`config.mk`:
```
export PLATFORM = sky130hd
export DESIGN_NAME = prog_counter
export DESIGN_NICKNAME = d
export VERILOG_FILES = /design/src/rtl/prog_counter.sv
export SDC_FILE = /design/constraint.sdc
export NUM_CORES = 1
export LEC_CHECK = 0
export CORE_MARGIN = 5
export CORE_UTILIZATION = 31
export CTS_CLUSTER_DIAMETER = 100
export DETAILED_ROUTE_END_ITERATION = 8
export GPL_TIMING_DRIVEN = 0
export PLACE_DENSITY = 0.64
export SYNTH_ARGS = -nofsm -noshare
export SYNTH_HDL_FRONTEND = slang
export SYNTH_SLANG_ARGS = --single-unit
export TNS_END_PERCENT = 1
```
`constraint.sdc`:
```
create_clock -name clk -period 4.29 [get_ports clk]
set_clock_uncertainty 0.05 [all_clocks]
set_input_delay 0.6435 -clock clk [delete_from_list [all_inputs] [get_ports clk]]
set_output_delay 0.6435 -clock clk [all_outputs]
set_load 0.01 [all_outputs]
```
`src/rtl/prog_counter.sv`:
```
// Programmable up/down counter with prescaler, wrap/saturate bounds, terminal-count pulse and sticky overflow.
// One count update per cycle; outputs registered, no backpressure (en gates progress).
module prog_counter #(
  parameter int WIDTH      = 8,
  parameter int PRESCALE_W = 4
) (
  input  logic                  clk,
  input  logic                  rst,
  input  logic                  en,
  input  logic                  up,
  input  logic                  sat,
  input  logic                  load,
  input  logic [WIDTH-1:0]      load_val,
  input  logic [WIDTH-1:0]      max_val,
  input  logic [PRESCALE_W-1:0] prescale,
  input  logic                  clr_ovf,
  output logic [WIDTH-1:0]      count,
  output logic                  tc,
  output logic                  ovf
);

  logic [PRESCALE_W-1:0] pcnt;
  logic                  tick;
  logic [WIDTH-1:0]      step_val;
  logic                  step_bound;
  logic [WIDTH-1:0]      load_clamped;

  // >= rather than == so a prescale lowered mid-period ticks on the next enabled cycle.
  assign tick         = en && (pcnt >= prescale);
  assign load_clamped = (load_val > max_val) ? max_val : load_val;

  always_comb begin
    step_val   = count;
    step_bound = 1'b0;
    if (up) begin
      if (count < max_val) begin
        step_val = count + WIDTH'(1);
      end else begin
        step_val   = sat ? max_val : '0;
        step_bound = 1'b1;
      end
    end else if (count > max_val) begin
      // max_val was lowered below the current count: pull in without flagging.
      step_val = max_val;
    end else if (count != '0) begin
      step_val = count - WIDTH'(1);
    end else begin
      step_val   = sat ? '0 : max_val;
      step_bound = 1'b1;
    end
  end

  always_ff @(posedge clk) begin
    if (rst) begin
      pcnt  <= '0;
      count <= '0;
      tc    <= 1'b0;
      ovf   <= 1'b0;
    end else if (load) begin
      pcnt  <= '0;
      count <= load_clamped;
      tc    <= 1'b0;
      if (clr_ovf) ovf <= 1'b0;
    end else begin
      if (en) pcnt <= tick ? '0 : pcnt + PRESCALE_W'(1);
      if (tick) count <= step_val;
      tc <= tick && step_bound;
      if (tick && step_bound) ovf <= 1'b1;
      else if (clr_ovf)       ovf <= 1'b0;
    end
  end

endmodule

```
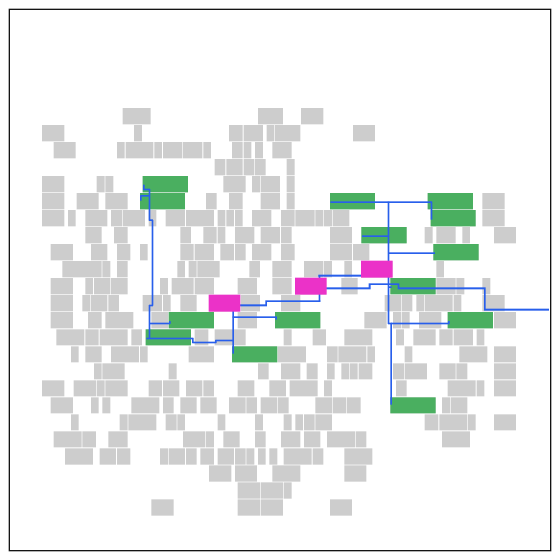
Figure 1: clock network drawn from the DEF.
legend:
  green:
    item: flip-flops
    count: 14
  blue:
    item: clock wires
    length: 211 um
  magenta:
    item: clock drivers
    count: 3
routed clock nets: 4
Clk. pwr: 0.129 mW
Late-Pin Clk Latency: 240 ps

==> impl_metrics.tcl <==
# yosys + openroad results
set metrics [dict create \
    slew-limit-headroom_pct 48.0 \
    place_congestion 0.852 \
    cp_num_cells 9 \
    syn_inst 239 \
    cts-hold-fix-buffers 0 \
    p_total_mw 0.543 \
    seq_area_um2 280 \
    die_w_um 86.3 \
    cts-htree-levels 1 \
    rows 27 \
    met2_length_um 2340 \
    worst_r2r_startpoint "count[1]" \
    synth_flop_count 14 \
    overflow 0 \
    fmaxAchievable_ghz 0.316 \
    hpwlAfterDp_um 4260 \
    cts-root-buf "clkbuf_8" \
    yosysUniqueCellTypes 46 \
    route.met3.wl_um 289 \
    worstMarginPinSlew_ps 774 \
    dieHeight_um 86.3 \
    vias 1941 \
    post_cts_buffers 0 \
    routed.top_layer "met4" \
    yosysTopAreaCell "ha_1" \
    ir_worst_vdd_mv 0.112 \
    ys_top_cells_by_count "nor2_1 (25), ha_1 (24), nand2_1 (23)" \
    logic_area_mm2 0.00139 \
    area_growth_pct 26.9 \
    leakage_nw 0.923 \
    drc 0 \
    drt-met1-wl_um 2500 \
    arrival_ps 3250 \
    nets 329 \
    synth.avg_cell_area_um2 7.55 \
    final.period_utilization_pct 73.9 \
    cp_cell_sequence "clkdlybuf4s50_1 -> inv_1 -> ha_1 -> nand4_1 -> nor2_1 -> and2b_1 -> a211o_4 -> a221o_1 -> a221o_1" \
    antenna_found_initial 0 \
    fp_util_pct 32.4 \
    yosys.stat.seqShare_pct 15.5 \
    core_area_mm2 0.00557 \
    clk_pin_slew_ps 60 \
    clock_sinks 14 \
    slowest_delay_ps 570 \
    crit_path_start_kind "primary input" \
    crit_top_cell "a221o_1" \
    tool_warnings 28 \
    ctsResizeCount 0 \
    final_cells 349 \
    setup_slack_ps 1120 \
    worstSetupStartpoint "max_val[7]" \
    worst-path-buf-inv 2 \
    rr_worst_depth 7 \
    grt_max_degree 11 \
    setup.worst_path.class "in2reg" \
    cts_tree "built" \
    slowest_stage "clkdlybuf4s50_1" \
    cts.path.max_buffers 2 \
    p_per_area_mw_per_mm2 237 \
    finalSetupViolCount 0 \
    cts_buffers 3 \
    pre_cts_slack_ps 891 \
    status "completed" \
]
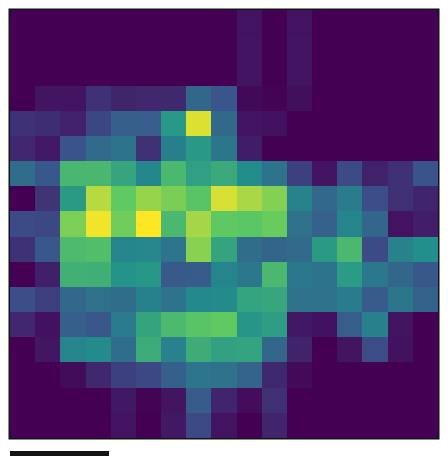
Figure 2: signal metal coverage by tile.
The bar under the picture is 20 um long. The die is cut into 17 by 17 equal tiles; dark purple is low, yellow is high, scaled to the fullest tile. Values are wire area over tile area, all layers added.
tiles over half the peak: 18%
fullest tile: 0.47
nearly empty tiles: 35%
densest ninth of the die: middle
final WL: 5190 um
GR Util All Layers: 14.0%

-- per-stage QoR --
step | cell area (um2) | hold slack [ps]
finish | 2290 | 422
global route | 2290 | 468
CTS | 2290 | 425
detailed placement | 2240 | 415
global placement | 2240 | 410
floorplan | 1810 | 433
-- kinds of logic (layout without fill, tap and decap cells) --
group / count (synthesis) / count (layout) / synth area share, %
compound gates: 73 / 73 / 30.0
simple gates: 81 / 81 / 21.5
xor+xnor: 14 / 14 / 6.79
fa+ha+maj: 24 / 24 / 16.6
buf+inv: 29 / 67 / 7.34
flops: 14 / 14 / 15.5
mux: 4 / 4 / 2.22
-- how the worst min path moves through the flow --
stage              end  slack [ps]  cells past startpoint
2_1_floorplan  pcnt[3]         430                      2
3_3_place_gp       ovf         410                      2
3_5_place_dp       ovf         420                      2
4_1_cts            ovf         420                      2
5_1_grt            ovf         470                      2
6_report           ovf         420                      2
-- cell type report --
class | instances | share of cell area [%]
Multi-Input combinational cell | 196 | 60.8
Buffer | 11 | 2.84
Clock buffer | 4 | 2.40
Inverter | 18 | 2.95
Sequential cell | 14 | 12.2
Timing Repair Buffer | 34 | 14.9
Tap cell | 72 | 3.93
-- where the power goes --
part / switching (mW) / total (mW) / internal, mW
clock network: 0.0480 / 0.129 / 0.0813
logic: 0.140 / 0.262 / 0.121
registers: 0.0140 / 0.152 / 0.138
total: 0.202 / 0.543 / 0.341
-- registers in the layout, summed over array words and instances (netlist names) --
signal	cells
count	8
ovf	1
pcnt	4
tc	1
-- routing by layer --
layer,up-vias,GRT usage (%)
li1,975,-
met1,905,19.1
met2,55,23.1
met3,6,2.66
met4,0,2.69
met5,-,0
-- worst min-delay path, delay by kind of cell (launching register included) --
| family | cells | cell delay (ps) |
|---|---|---|
| buf+inv | 1 | 50 |
| flops | 1 | 310 |
| compound gates | 1 | 70 |
-- cells in the final DEF, fill, tap and decap left out, types with 4 or more instances in the layout --
master           count
a211oi_1             8
a21oi_1             13
a221o_1              4
a221oi_1             6
a311o_1              4
a31oi_1              6
clkbuf_1             4
clkbuf_8             4
clkdlybuf4s50_1     34
dfxtp_1             14
ha_1                24
inv_1               18
mux2i_1              4
nand2_1             23
nand3_1              7
nand4_1              5
nor2_1              25
nor3_1               5
nor4_1               4
o211ai_1             7
o21ai_0              5
xnor2_1              5
xor2_1               9
Power and IR drop assume default switching activity.
